**src/rtl/blk_norm_if.sv**
```systemverilog
// Stream interface for blk_norm: sample input port plus normalized output port
// with its shared block exponent.
interface blk_norm_if #(
  parameter int A_WIDTH     = 32,
  parameter int F_WIDTH     = 16,
  parameter int SHIFT_WIDTH = $clog2(A_WIDTH)
);
  logic [A_WIDTH-1:0]     a;
  logic                   a_valid;
  logic                   a_ready;
  logic [F_WIDTH-1:0]     f;
  logic                   f_valid;
  logic                   f_ready;
  logic                   f_last;
  logic [SHIFT_WIDTH-1:0] f_shift;

  modport master (
    output a, a_valid, f_ready,
    input  a_ready, f, f_valid, f_last, f_shift
  );

  modport slave (
    input  a, a_valid, f_ready,
    output a_ready, f, f_valid, f_last, f_shift
  );
endinterface

```
**src/rtl/blk_norm.sv**
```systemverilog
// Block-floating-point normalizer: buffers BLOCK_LEN samples, finds the common
// headroom, then replays the block shifted left by it and truncated to F_WIDTH.
module blk_norm #(
  parameter int A_WIDTH     = 32,
  parameter int F_WIDTH     = 16,
  parameter int BLOCK_LEN   = 8,
  parameter int SHIFT_WIDTH = $clog2(A_WIDTH)
) (
  input  logic      clk,
  input  logic      reset_l,
  blk_norm_if.slave bus
);

  localparam int PTR_WIDTH = $clog2(BLOCK_LEN);
  localparam logic [PTR_WIDTH-1:0] LAST_IDX = PTR_WIDTH'(BLOCK_LEN - 1);

  typedef enum logic {
    FILL  = 1'b0,
    DRAIN = 1'b1
  } state_t;

  state_t                 state_q, state_d;
  logic [A_WIDTH-1:0]     mem_q [BLOCK_LEN];
  logic [A_WIDTH-1:0]     mem_d [BLOCK_LEN];
  logic [PTR_WIDTH-1:0]   wptr_q, wptr_d;
  logic [PTR_WIDTH-1:0]   rptr_q, rptr_d;
  logic [SHIFT_WIDTH-1:0] runmin_q, runmin_d;
  logic [SHIFT_WIDTH-1:0] shift_q, shift_d;
  logic [F_WIDTH-1:0]     f_q, f_d;
  logic                   f_valid_q, f_valid_d;
  logic                   f_last_q, f_last_d;
  logic                   a_ready_q, a_ready_d;

  logic [SHIFT_WIDTH-1:0] h_s;
  logic [SHIFT_WIDTH-1:0] min_s;
  logic [PTR_WIDTH-1:0]   rptr_inc_s;

  // Redundant sign bits: leading bits equal to the MSB, not counting the MSB itself.
  function automatic logic [SHIFT_WIDTH-1:0] headroom(input logic [A_WIDTH-1:0] x);
    logic [SHIFT_WIDTH-1:0] cnt;
    logic                   run;
    cnt = {SHIFT_WIDTH{1'b0}};
    run = 1'b1;
    for (int i = A_WIDTH - 2; i >= 0; i--) begin
      if (run && (x[i] == x[A_WIDTH-1])) begin
        cnt = cnt + SHIFT_WIDTH'(1);
      end else begin
        run = 1'b0;
      end
    end
    return cnt;
  endfunction

  function automatic logic [F_WIDTH-1:0] normalize(input logic [A_WIDTH-1:0] x,
                                                   input logic [SHIFT_WIDTH-1:0] s);
    logic [A_WIDTH-1:0] shifted;
    shifted = x << s;
    return shifted[A_WIDTH-1 -: F_WIDTH];
  endfunction

  assign bus.a_ready = a_ready_q;
  assign bus.f       = f_q;
  assign bus.f_valid = f_valid_q;
  assign bus.f_last  = f_last_q;
  assign bus.f_shift = shift_q;

  // Next-state decode for the fill/drain sequencer and its registered outputs.
  always_comb begin
    state_d   = state_q;
    mem_d     = mem_q;
    wptr_d    = wptr_q;
    rptr_d    = rptr_q;
    runmin_d  = runmin_q;
    shift_d   = shift_q;
    f_d       = f_q;
    f_valid_d = f_valid_q;
    f_last_d  = f_last_q;

    h_s        = headroom(bus.a);
    rptr_inc_s = rptr_q + PTR_WIDTH'(1);
    // The first sample of a block restarts the running minimum.
    if ((wptr_q == {PTR_WIDTH{1'b0}}) || (h_s < runmin_q)) begin
      min_s = h_s;
    end else begin
      min_s = runmin_q;
    end

    case (state_q)
      FILL: begin
        if (bus.a_valid && a_ready_q) begin
          mem_d[wptr_q] = bus.a;
          runmin_d      = min_s;
          if (wptr_q == LAST_IDX) begin
            wptr_d    = {PTR_WIDTH{1'b0}};
            shift_d   = min_s;
            state_d   = DRAIN;
            f_valid_d = 1'b1;
            f_last_d  = 1'b0;
            f_d       = normalize(mem_q[0], min_s);
          end else begin
            wptr_d = wptr_q + PTR_WIDTH'(1);
          end
        end else begin
          wptr_d = wptr_q;
        end
      end
      DRAIN: begin
        if (f_valid_q && bus.f_ready) begin
          if (rptr_q == LAST_IDX) begin
            rptr_d    = {PTR_WIDTH{1'b0}};
            state_d   = FILL;
            f_valid_d = 1'b0;
            f_last_d  = 1'b0;
          end else begin
            rptr_d   = rptr_inc_s;
            f_d      = normalize(mem_q[rptr_inc_s], shift_q);
            f_last_d = (rptr_inc_s == LAST_IDX);
          end
        end else begin
          rptr_d = rptr_q;
        end
      end
      default: begin
        state_d   = FILL;
        f_valid_d = 1'b0;
        f_last_d  = 1'b0;
      end
    endcase

    a_ready_d = (state_d == FILL);
  end

  // Control and output registers with synchronous active-low reset.
  always_ff @(posedge clk) begin
    if (!reset_l) begin
      state_q   <= FILL;
      wptr_q    <= {PTR_WIDTH{1'b0}};
      rptr_q    <= {PTR_WIDTH{1'b0}};
      runmin_q  <= {SHIFT_WIDTH{1'b0}};
      shift_q   <= {SHIFT_WIDTH{1'b0}};
      f_q       <= {F_WIDTH{1'b0}};
      f_valid_q <= 1'b0;
      f_last_q  <= 1'b0;
      a_ready_q <= 1'b0;
    end else begin
      state_q   <= state_d;
      wptr_q    <= wptr_d;
      rptr_q    <= rptr_d;
      runmin_q  <= runmin_d;
      shift_q   <= shift_d;
      f_q       <= f_d;
      f_valid_q <= f_valid_d;
      f_last_q  <= f_last_d;
      a_ready_q <= a_ready_d;
    end
  end

  // Sample buffer; never read before a full block is written, so no reset.
  always_ff @(posedge clk) begin
    mem_q <= mem_d;
  end

endmodule

```
**src/flat_wrapper.sv**
```systemverilog
// flat-port wrapper written by rule: the top's interface ports become plain ports
module blk_norm_flat 
#(
  parameter int A_WIDTH     = 32,
  parameter int F_WIDTH     = 16,
  parameter int BLOCK_LEN   = 8,
  parameter int SHIFT_WIDTH = $clog2(A_WIDTH)
)
  (clk, reset_l, bus_a, bus_a_valid, bus_f_ready, bus_a_ready, bus_f, bus_f_valid, bus_f_last, bus_f_shift);
  blk_norm_if #(.A_WIDTH(A_WIDTH), .F_WIDTH(F_WIDTH), .SHIFT_WIDTH(SHIFT_WIDTH)) bus_i ();
  input  logic clk;
  input  logic reset_l;
  input wire logic [$bits(bus_i.a)-1:0] bus_a;
  input wire logic [$bits(bus_i.a_valid)-1:0] bus_a_valid;
  input wire logic [$bits(bus_i.f_ready)-1:0] bus_f_ready;
  output wire logic [$bits(bus_i.a_ready)-1:0] bus_a_ready;
  output wire logic [$bits(bus_i.f)-1:0] bus_f;
  output wire logic [$bits(bus_i.f_valid)-1:0] bus_f_valid;
  output wire logic [$bits(bus_i.f_last)-1:0] bus_f_last;
  output wire logic [$bits(bus_i.f_shift)-1:0] bus_f_shift;
  assign bus_i.a = bus_a;
  assign bus_i.a_valid = bus_a_valid;
  assign bus_i.f_ready = bus_f_ready;
  assign bus_a_ready = bus_i.a_ready;
  assign bus_f = bus_i.f;
  assign bus_f_valid = bus_i.f_valid;
  assign bus_f_last = bus_i.f_last;
  assign bus_f_shift = bus_i.f_shift;
  blk_norm #(.A_WIDTH(A_WIDTH), .F_WIDTH(F_WIDTH), .BLOCK_LEN(BLOCK_LEN), .SHIFT_WIDTH(SHIFT_WIDTH)) u_core (.clk(clk), .reset_l(reset_l), .bus(bus_i));
endmodule
```
**config.mk**
```make
export PLATFORM = sky130hd
export DESIGN_NAME = blk_norm_flat
export DESIGN_NICKNAME = d
export VERILOG_FILES = /design/src/rtl/blk_norm_if.sv /design/src/rtl/blk_norm.sv /design/src/flat_wrapper.sv
export SDC_FILE = /design/constraint.sdc
export NUM_CORES = 1
export LEC_CHECK = 0
export CAP_MARGIN = 20
export CORE_MARGIN = 2
export CORE_UTILIZATION = 39
export DETAILED_ROUTE_END_ITERATION = 8
export SLEW_MARGIN = 30
export SYNTH_ARGS = -nofsm -noshare
export SYNTH_HDL_FRONTEND = slang
export SYNTH_SLANG_ARGS = --single-unit
export TNS_END_PERCENT = 100
```
**constraint.sdc**
```tcl
create_clock -name clk -period 30.2 [get_ports clk]
set_input_delay 6.04 -clock clk [delete_from_list [all_inputs] [get_ports clk]]
set_output_delay 6.04 -clock clk [all_outputs]
set_load 0.02 [all_outputs]
```
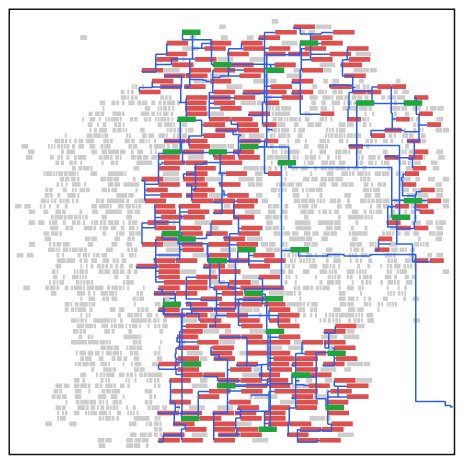
clk_routes.png
Drawn at 2 px/µm.
[clock wires] blue | length: 3330 µm
[clock drivers] green | count: 29
[flip-flops] red | count: 292
routed clock nets	30
Clock Skew: 9.108 ps
insertion delay at the late pin of the worst-skew pair: 560 ps

==> reports/qor.csv <==
stage,metric,value,unit
outcome,result of the run,finished clean,
worst_setup_path,reg-to-reg critical path endpoint,u_core.bus.f[13],
worst_setup_path,arrival time of data at the critical path endpoint,28740,ps
power,internal power component,681.3,µW
power,power density relative to cell area,44.00,mW/mm²
final_layout,antenna fix cells,0,
worst_setup_path,largest fanout on the critical path,69,
logic_synthesis,post-synth top area share,41.51,%
worst_setup_path,Critical Path Most Common Cell,sky130_fd_sc_hd__ha_1,
clock_tree,CTS Buf Count,29,
power,part of the power in registers,49.2,%
clock_tree,number of levels the H-tree was split into,1,
logic_synthesis,Synth warnings,0,
logic_synthesis,Synth flops,292,
global_routing,first-pass GRT wire length,75.03,mm
worst_setup_path,"Max stage delay cell, worst path",sky130_fd_sc_hd__or4b_2,
final_layout,fin nets,1756,
sta,part of the cycle the worst path needs,93.79,%
power,power in sequential cells,446,µW
logic_synthesis,Yosys top cell by area,sky130_fd_sc_hd__edfxtp_1,
clock_tree,count of buffers added by post-CTS timing repair for setup,0,
worst_hold_path,HP Start,u_core.bus.f[15],
sta,top achievable clock speed,35.30,MHz
place,Place WS,1584,ps
sta,Post-Route Setup TNS,0,ps
place,routability-driven placement congestion ratio,0.8646,
worst_setup_path,worst reg2reg path depth,14,
clock_tree,CTS sink count,292,
detailed_routing,DRC violation count after routing,0,
job,OpenROAD warnings,28,
sta,worst max-slew margin expressed relative to the limit,33.61,%
logic_synthesis,number of cell instances after yosys synthesis,1674,
power,sw frac,24.76,%
sta,final tally of hold violations,0,
logic_synthesis,total standard cell area after synthesis,0.01852,mm²
detailed_routing,Vias/cell,5.812,
worst_hold_path,type of the tightest min-delay check,register to register,
final_layout,synth-to-layout area growth,11.16,%
logic_synthesis,"top cells by count, synth","sky130_fd_sc_hd__edfxtp_1, sky130_fd_sc_hd__nand2_1, sky130_fd_sc_hd__mux2i_1",
floorplan,DIE WIDTH,221.9,µm
detailed_routing,total number of vias,13430,
final_layout,layout cells sized above 1,13.51,%
detailed_routing,WL/cell,20.78,µm
logic_synthesis,"Primary FF master, synth",sky130_fd_sc_hd__edfxtp_1,
logic_synthesis,sequential-to-total area share from yosys stat,45.41,%
worst_setup_path,cell count along the critical path,105,
global_routing,GR Overflow Total,0,
final_layout,most used cells in the layout excluding fill and tap cells,"sky130_fd_sc_hd__edfxtp_1, sky130_fd_sc_hd__nand2_1, sky130_fd_sc_hd__mux2i_1, sky130_fd_sc_hd__nor2_1, sky130_fd_sc_hd__a21oi_1",
clock_tree,Clock Root Buffer,sky130_fd_sc_hd__clkbuf_16,
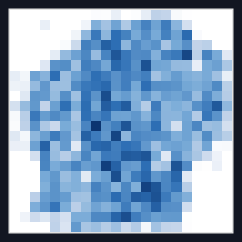
cell_density.png
Drawn at 1 px/µm. 22 x 22 tiles, from white (low) to dark blue (high), 0 to 100% covered.
fullest tile	98%
mean over tiles	40%
nearly empty tiles	21%
starting density of the core: 39.61%
Final Core Density: 44.03%
Floorplan Core Area: 0.04675 mm²

-- routing by layer --
layer	track usage [%]	part of all wire, %	vias to the layer above
li1	-	-	6357
met1	27.13	46	6664
met2	32.07	47	341
met3	1.802	4.2	64
met4	4.599	2.3	0
met5	0	0	-
-- state kept, by name, summed over array words and instances (netlist names) --
signal	flops
u_core.mem_q	256
u_core.bus.f	16
u_core.bus.f_shift	5
u_core.runmin_q	5
u_core.rptr_q	3
u_core.wptr_q	3
u_core.bus.a_ready	1
u_core.bus.f_last	1
u_core.bus.f_valid	1
u_core.state_q	1
-- layout make-up --
class                      count  area [µm²]  area share (%)
timing repair buffer          82       758.2           3.683
clock inverter                17       153.9          0.7476
clock buffer                  35       748.2           3.635
tap                          607       759.5           3.690
inverter                      38       142.6          0.6929
sequential                   292        8413           40.87
multi-input combinational   1239        9609           46.68
-- kinds of logic after synthesis --
logic type | after synthesis | share of synthesized area (%)
multiplexers | 247 | 18.69
AND-OR/OR-AND | 350 | 12.07
XOR/XNOR | 83 | 4.635
AND/OR/NAND/NOR | 515 | 13.16
flip-flops | 292 | 45.41
adder cells (fa/ha/maj) | 44 | 2.892
buffers and inverters | 143 | 3.155
-- how the worst max path moves through the flow --
stage               startpoint               to
floorplan            bus_a[31]  u_core.bus.f[7]
finish               bus_a[31]  u_core.bus.f[7]
global route         bus_a[31]  u_core.bus.f[7]
detailed placement   bus_a[31]  u_core.bus.f[7]
global placement     bus_a[31]  u_core.bus.f[7]
CTS                  bus_a[31]  u_core.bus.f[7]
-- tightest hold or removal path: stages (launching register included) --
cell                       delay, ps
sky130_fd_sc_hd__dfxtp_1         310
sky130_fd_sc_hd__nand2_1          50
sky130_fd_sc_hd__a21boi_1         50
Power figures rest on the tool's default switching activity, not on a simulated workload.
